File: src/rtl/rx_deframer.sv
// Purpose: HDLC-style receive deframer: flag hunt, zero destuffing, abort detect, LSB-first bytes to a host RHR.
// Latency: a word decided on a bit-strobe edge appears in spi_data one clk later.
// Backpressure: single holding register; a word arriving while it is full and unread is dropped and overrun sets.
module rx_deframer #(
    parameter int IDLE_ONES = 15
) (
    input  logic        clk,
    input  logic        reset,
    input  logic        rxdata,
    input  logic        rx_bit_strobe,
    input  logic        enable,
    output logic [15:0] spi_data,
    output logic        spi_data_request,
    input  logic        spi_data_strobe,
    output logic        overrun,
    output logic        frame_active,
    output logic        line_idle
);

    localparam int OW = $clog2(IDLE_ONES + 1);

    typedef enum logic [1:0] {HUNT, SYNC, DATA} state_t;

    state_t      state;
    logic [OW-1:0] ones;
    logic [2:0]  bitcnt;
    logic [7:0]  shreg;
    logic [7:0]  pend;
    logic        pend_vld;
    logic        push_vld;
    logic [15:0] push_word;
    logic        rhr_full;
    logic        strb_q;
    logic        strb_qq;

    logic          is_data;
    logic          is_flag;
    logic          is_abort;
    logic          byte_done;
    logic [7:0]    byte_new;
    logic [OW-1:0] ones_nxt;
    logic          consume;

    // Bit classification. A bit arriving after five 1s is never data: it is
    // either a stuffed 0, or part of a flag/abort. This leaves exactly six
    // flag bits (leading 0 + five 1s) counted as data, so bitcnt==6 at a flag
    // means the frame ended on an octet boundary.
    always_comb begin
        is_data   = (ones < OW'(5));
        is_flag   = !rxdata && (ones == OW'(6));
        is_abort  = rxdata && (ones == OW'(6));
        byte_done = is_data && (bitcnt == 3'd7);
        byte_new  = {rxdata, shreg[7:1]};
        if (!rxdata)
            ones_nxt = '0;
        else if (ones == OW'(IDLE_ONES))
            ones_nxt = ones;
        else
            ones_nxt = ones + OW'(1);
        consume = strb_q && !strb_qq;
    end

    // Bit engine, frame state machine and receive holding register.
    always_ff @(posedge clk or negedge reset) begin
        if (!reset) begin
            state     <= HUNT;
            ones      <= '0;
            bitcnt    <= '0;
            shreg     <= '0;
            pend      <= '0;
            pend_vld  <= 1'b0;
            push_vld  <= 1'b0;
            push_word <= '0;
            rhr_full  <= 1'b0;
            spi_data  <= '0;
            overrun   <= 1'b0;
            strb_q    <= 1'b0;
            strb_qq   <= 1'b0;
        end else begin
            strb_q  <= spi_data_strobe;
            strb_qq <= strb_q;
            if (!enable) begin
                state    <= HUNT;
                ones     <= '0;
                bitcnt   <= '0;
                pend_vld <= 1'b0;
                push_vld <= 1'b0;
                rhr_full <= 1'b0;
                overrun  <= 1'b0;
            end else begin
                push_vld <= 1'b0;
                if (rx_bit_strobe) begin
                    ones <= ones_nxt;
                    if (is_data) begin
                        shreg  <= byte_new;
                        bitcnt <= bitcnt + 3'd1;
                    end
                    case (state)
                        HUNT: begin
                            if (is_flag) begin
                                state    <= SYNC;
                                bitcnt   <= '0;
                                pend_vld <= 1'b0;
                            end
                        end
                        SYNC: begin
                            if (is_abort) begin
                                state <= HUNT;
                            end else if (is_flag) begin
                                bitcnt <= '0;
                            end else if (byte_done) begin
                                state    <= DATA;
                                pend     <= byte_new;
                                pend_vld <= 1'b1;
                            end
                        end
                        DATA: begin
                            if (is_abort) begin
                                push_vld  <= 1'b1;
                                push_word <= 16'hA000;
                                pend_vld  <= 1'b0;
                                state     <= HUNT;
                            end else if (is_flag) begin
                                push_vld <= 1'b1;
                                if (bitcnt == 3'd6 && pend_vld)
                                    push_word <= {8'hC0, pend};
                                else
                                    push_word <= 16'hA000;
                                pend_vld <= 1'b0;
                                bitcnt   <= '0;
                                state    <= SYNC;
                            end else if (byte_done) begin
                                push_vld  <= pend_vld;
                                push_word <= {8'h40, pend};
                                pend      <= byte_new;
                                pend_vld  <= 1'b1;
                            end
                        end
                        default: state <= HUNT;
                    endcase
                end
                // A read on the same edge as a load frees the slot for it.
                if (push_vld) begin
                    if (!rhr_full || consume) begin
                        spi_data <= push_word;
                        rhr_full <= 1'b1;
                    end else begin
                        overrun <= 1'b1;
                    end
                end else if (consume) begin
                    rhr_full <= 1'b0;
                end
            end
        end
    end

    assign spi_data_request = rhr_full;
    assign frame_active     = (state == DATA);
    assign line_idle        = (ones == OW'(IDLE_ONES));

endmodule

File: config.mk
export PLATFORM = sky130hd
export DESIGN_NAME = rx_deframer
export DESIGN_NICKNAME = d
export VERILOG_FILES = /design/src/rtl/rx_deframer.sv
export SDC_FILE = /design/constraint.sdc
export NUM_CORES = 1
export LEC_CHECK = 0
export CORE_ASPECT_RATIO = 1.4
export CORE_MARGIN = 8
export CORE_UTILIZATION = 65
export CTS_BUF_LIST = sky130_fd_sc_hd__clkbuf_2 sky130_fd_sc_hd__clkbuf_4 sky130_fd_sc_hd__clkbuf_8
export DETAILED_ROUTE_END_ITERATION = 16
export DONT_BUFFER_PORTS = 1
export PLACE_DENSITY = 0.81
export SLEW_MARGIN = 15
export SYNTH_ARGS = -nofsm -noshare
export SYNTH_HDL_FRONTEND = slang
export SYNTH_SLANG_ARGS = --single-unit
File: constraint.sdc
create_clock -name clk -period 2 [get_ports clk]
set_input_delay 0.2 -clock clk [delete_from_list [all_inputs] [get_ports clk]]
set_output_delay 0.2 -clock clk [all_outputs]
set_load 0.05 [all_outputs]
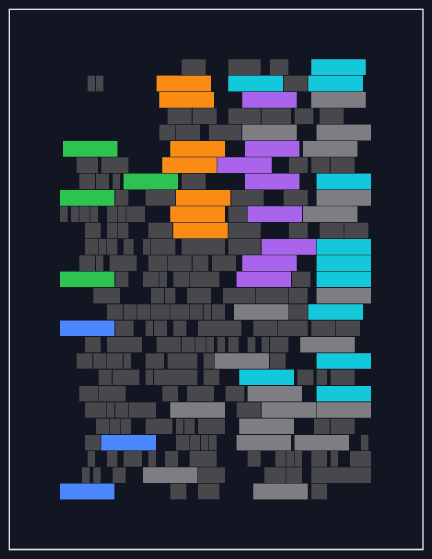
(run_1/registers.png)
Scale: 6 px per um. Other sequential cells in the stronger grey, the rest of the logic in the fainter grey.
[cyan] spi_data | sequential cells: 11
[blue] bitcnt | sequential cells: 3
[purple] pend | sequential cells: 8
[green] ones | sequential cells: 4
[orange] shreg | sequential cells: 7
P_seq: 1160 uW
sequential fraction of total cell area: 0.474

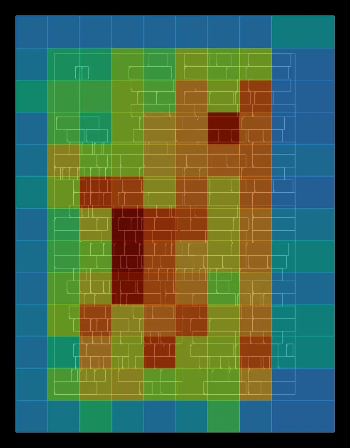
(run_1/final_congestion.png)
fraction of met2 tracks used by global routing: 0.282
overall global routing resource usage: 0.165
met3 demand-to-capacity share in global routing: 0.0323

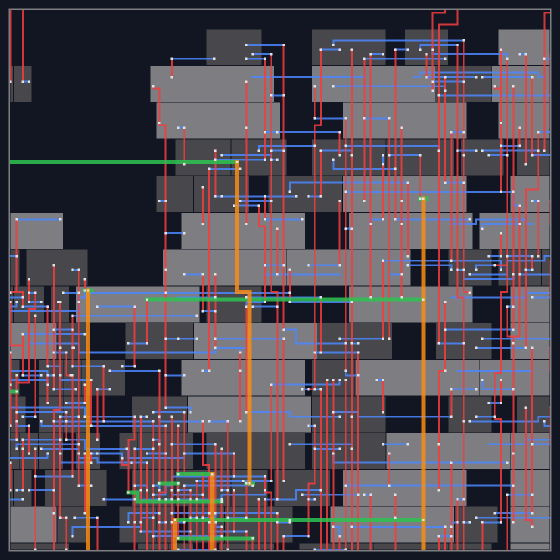
(run_1/zoom.png)
Region (14, 43) to (54, 83) um. Cells in grey, sequential cells in the stronger grey; small squares are vias.
[green] met3
[blue] met1
[orange] met4
[red] met2
most frequent: dfrtp_1 (20), mux2_2 (10)
netlist names of flops here include: pend (8), shreg (7), push_word (3)
sequential cells in the window: 20
cells with their middle in the window: 74

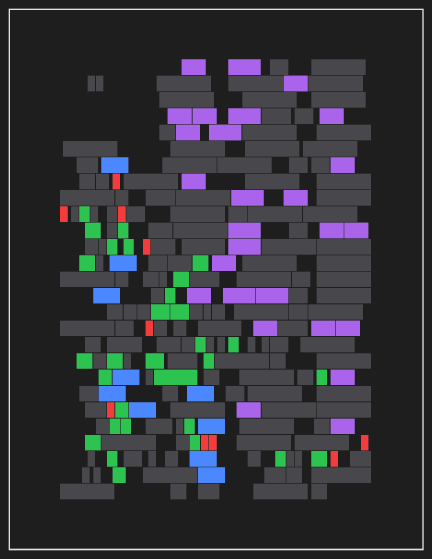
(run_1/gate_families.png)
Scale: 6 px per um.
[blue] adder and majority cells | cells: 10 | most used: ha_1
[purple] multiplexers | cells: 27 | most used: mux2_2
[green] inverting AOI/OAI gates | cells: 30 | most used: a21oi_1
[red] inverters | cells: 10 | most used: inv_1
Layout Cells excl Fill: 260
combinational share of cell area: 0.401

==> run_summary.xml, run 1 <==
<?xml version="1.0" encoding="UTF-8"?>
<metrics>
  <group name="min_path">
    <metric name="min-delay-start" unit="">enable</metric>
  </group>
  <group name="drt">
    <metric name="routed.top_layer" unit="">met4</metric>
    <metric name="drt-pass1-iter-count" unit="">4</metric>
  </group>
  <group name="layout">
    <metric name="antennaDiodeCount" unit="">0</metric>
    <metric name="fillerInstances" unit="">273</metric>
  </group>
  <group name="setup_path">
    <metric name="reg2reg_slack" unit="ns">0.09</metric>
    <metric name="critical_path.reg2reg.startpoint" unit="">ones[0]</metric>
    <metric name="rr_endpoint" unit="">pend[0]</metric>
    <metric name="critical-path-slowest-cell" unit="">sky130_fd_sc_hd__dfrtp_1</metric>
    <metric name="worst_setup_path_start_kind" unit="">flip-flop</metric>
  </group>
  <group name="clock_network">
    <metric name="clock_latency" unit="ns">0.31</metric>
    <metric name="post_cts_resize_count" unit="">0</metric>
  </group>
  <group name="timing">
    <metric name="setup_clock_skew_after_layout" unit="ns">0.00637</metric>
    <metric name="final_setup_fails" unit="">0</metric>
  </group>
  <group name="logic_synthesis">
    <metric name="ys_cells" unit="">206</metric>
    <metric name="syn-cell-area" unit="sq mm">0.00253</metric>
    <metric name="synth.cellmix.xorXnorShare" unit="">0</metric>
  </group>
  <group name="placement">
    <metric name="detailedPlace.worstSlack" unit="ns">0.0878</metric>
    <metric name="finalWeightedCongestion" unit="">0.871</metric>
  </group>
  <group name="floorplan">
    <metric name="ioPinCount" unit="">26</metric>
    <metric name="initial_utilization" unit="">0.662</metric>
  </group>
  <group name="outcome">
    <metric name="outcome" unit="">finished clean</metric>
  </group>
  <group name="pwr">
    <metric name="peakVddDrop" unit="uV">616</metric>
  </group>
  <group name="job">
    <metric name="drv.max_cap_violation_count" unit="">0</metric>
  </group>
</metrics>
run 1: critical path, delay by kind of cell, from the launching register on:
| family | cells | cell delay (ns) |
|---|---|---|
| flip-flops | 1 | 0.40 |
| buffers and inverters | 2 | 0.23 |
| adder cells (fa/ha/maj) | 1 | 0.26 |
| multiplexers | 1 | 0.30 |
| AND/OR/NAND/NOR | 2 | 0.43 |
| AND-OR/OR-AND | 1 | 0.19 |
run 1: layout make-up:
class / instances / area (sq um) / area share
Clock buffer: 5 / 68.8 / 0.0251
Inverter: 10 / 37.5 / 0.0137
Tap cell: 43 / 53.8 / 0.0196
Clock inverter: 3 / 27.5 / 0.0100
Multi-Input combinational cell: 134 / 1100 / 0.401
Timing Repair Buffer: 13 / 155 / 0.0565
Sequential cell: 52 / 1300 / 0.474
==> run_1/met2.png <==
Scale: 3 px per um.
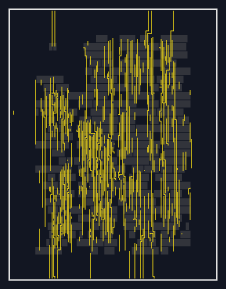

--- run 2 (diff from run 1) ---
--- a/config.mk
+++ b/config.mk
@@ -6,7 +6,7 @@
 export NUM_CORES = 1
 export LEC_CHECK = 0
 export CORE_ASPECT_RATIO = 1.4
-export CORE_MARGIN = 8
+export CORE_MARGIN = 3
 export CORE_UTILIZATION = 65
 export CTS_BUF_LIST = sky130_fd_sc_hd__clkbuf_2 sky130_fd_sc_hd__clkbuf_4 sky130_fd_sc_hd__clkbuf_8
 export DETAILED_ROUTE_END_ITERATION = 16
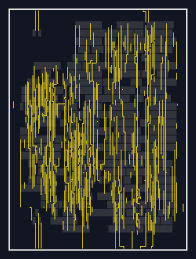
(run_2/met2.png)
Scale: 3 px per um.
share of all routed wire: 56%
longest straight run: 59.5 um
nets with wire on the layer: 198
main direction: vertical
wire length on this layer: 2570 um
Vias: 1576
fraction of met2 tracks used by global routing: 0.404
drt total wl: 4560 um

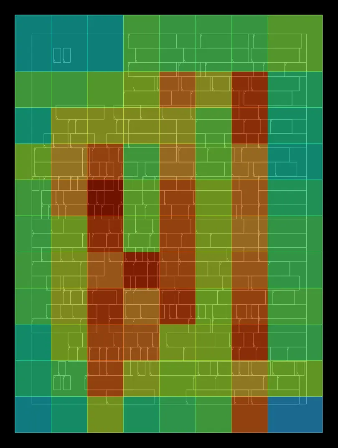
(run_2/final_congestion.png)
fraction of the core area covered by cells at the end of the flow: 0.740
overall global routing resource usage: 0.221
met1 global-route usage: 0.244
GRT busiest layer: met2

==> run_summary.xml, run 2 <==
<?xml version="1.0" encoding="UTF-8"?>
<metrics>
  <group name="outcome">
    <metric name="outcome" unit="">finished clean</metric>
  </group>
  <group name="setup_path">
    <metric name="reg2reg_slack" unit="ns">0.11</metric>
    <metric name="path_delay_family" unit="">adder cells</metric>
    <metric name="critical_path_required" unit="ns">2.18</metric>
    <metric name="critical-path-slowest-cell" unit="">sky130_fd_sc_hd__dfrtp_1</metric>
    <metric name="critical_path_cell_count" unit="">7</metric>
    <metric name="worst_setup_path_start_kind" unit="">flip-flop</metric>
    <metric name="rr_endpoint" unit="">pend[2]</metric>
    <metric name="critical_path.reg2reg.startpoint" unit="">bitcnt[1]</metric>
    <metric name="critPathBufInv" unit="">1</metric>
  </group>
  <group name="pwr">
    <metric name="power-top-group" unit="">sequential cells</metric>
    <metric name="sequentialPower" unit="uW">1160</metric>
    <metric name="power_per_cell_area" unit="mW/mm^2">741</metric>
    <metric name="peakVddDrop" unit="uV">635</metric>
    <metric name="seq_power_share" unit="">0.569</metric>
    <metric name="leakage" unit="uW">0.00131</metric>
  </group>
  <group name="layout">
    <metric name="syn_to_final_growth" unit="%">8.51</metric>
    <metric name="antennaDiodeCount" unit="">0</metric>
  </group>
  <group name="timing">
    <metric name="setup_clock_skew_after_layout" unit="ns">0.00803</metric>
    <metric name="final_setup_fails" unit="">0</metric>
  </group>
  <group name="global_routing">
    <metric name="vias_in_the_first_global_route" unit="">1704</metric>
    <metric name="met3_demand_to_capacity_share_in_global_routing" unit="">0.0469</metric>
    <metric name="grt_antenna_before_repair" unit="">0</metric>
    <metric name="grt_pass1_wl" unit="um">7850</metric>
  </group>
  <group name="floorplan">
    <metric name="initial_utilization" unit="">0.682</metric>
    <metric name="std_cell_rows" unit="">26</metric>
    <metric name="ioPinCount" unit="">26</metric>
  </group>
  <group name="logic_synthesis">
    <metric name="syn-cell-area" unit="sq mm">0.00253</metric>
    <metric name="ys_cells" unit="">206</metric>
    <metric name="synth.cellmix.xorXnorShare" unit="">0</metric>
    <metric name="yosys.cell_count.top_type" unit="">sky130_fd_sc_hd__dfrtp_1</metric>
    <metric name="ys_async_sr_fraction" unit="">1.00</metric>
  </group>
  <group name="drt">
    <metric name="routed.top_layer" unit="">met4</metric>
    <metric name="drt-pass1-iter-count" unit="">4</metric>
    <metric name="routed-wl-met3" unit="um">160</metric>
  </group>
  <group name="clock_network">
    <metric name="clock_latency" unit="ns">0.30</metric>
  </group>
  <group name="min_path">
    <metric name="min-delay-start" unit="">rx_bit_strobe</metric>
  </group>
  <group name="placement">
    <metric name="portBuffers" unit="">0</metric>
    <metric name="finalWeightedCongestion" unit="">0.891</metric>
  </group>
  <group name="job">
    <metric name="drv.max_cap_violation_count" unit="">0</metric>
  </group>
</metrics>
[run 2: layout make-up]
type,count,area (sq um)
sequential,52,1300
clock buffer,6,82.6
tap,42,52.6
clock inverter,2,38.8
inverter,10,37.5
fill,249,966
timing repair buffer,11,128
multi-input combinational,134,1100
[run 2: timing repair]
item | 4_1_cts | 5_1_grt
gates resized | 0 | 2
hold endpoints to repair | 54 | 1
endpoints found under the setup margin | 0 | 9
hold buffers | 5 | 1
[run 2: metrics by stage]
stage	hold slack (ns)	instance area, sq um	setup WS (ns)	cells
after floorplan	-0.0956	2540	0.0514	210
after global placement	-0.0946	2540	0.179	243
after detailed placement	-0.0946	2540	0.0807	243
after CTS	0.00279	2730	0.0729	256
after global routing	0.0151	2740	0.0151	257
final	0.00707	2740	0.115	257
Power figures rest on the tool's default switching activity, not on a simulated workload.
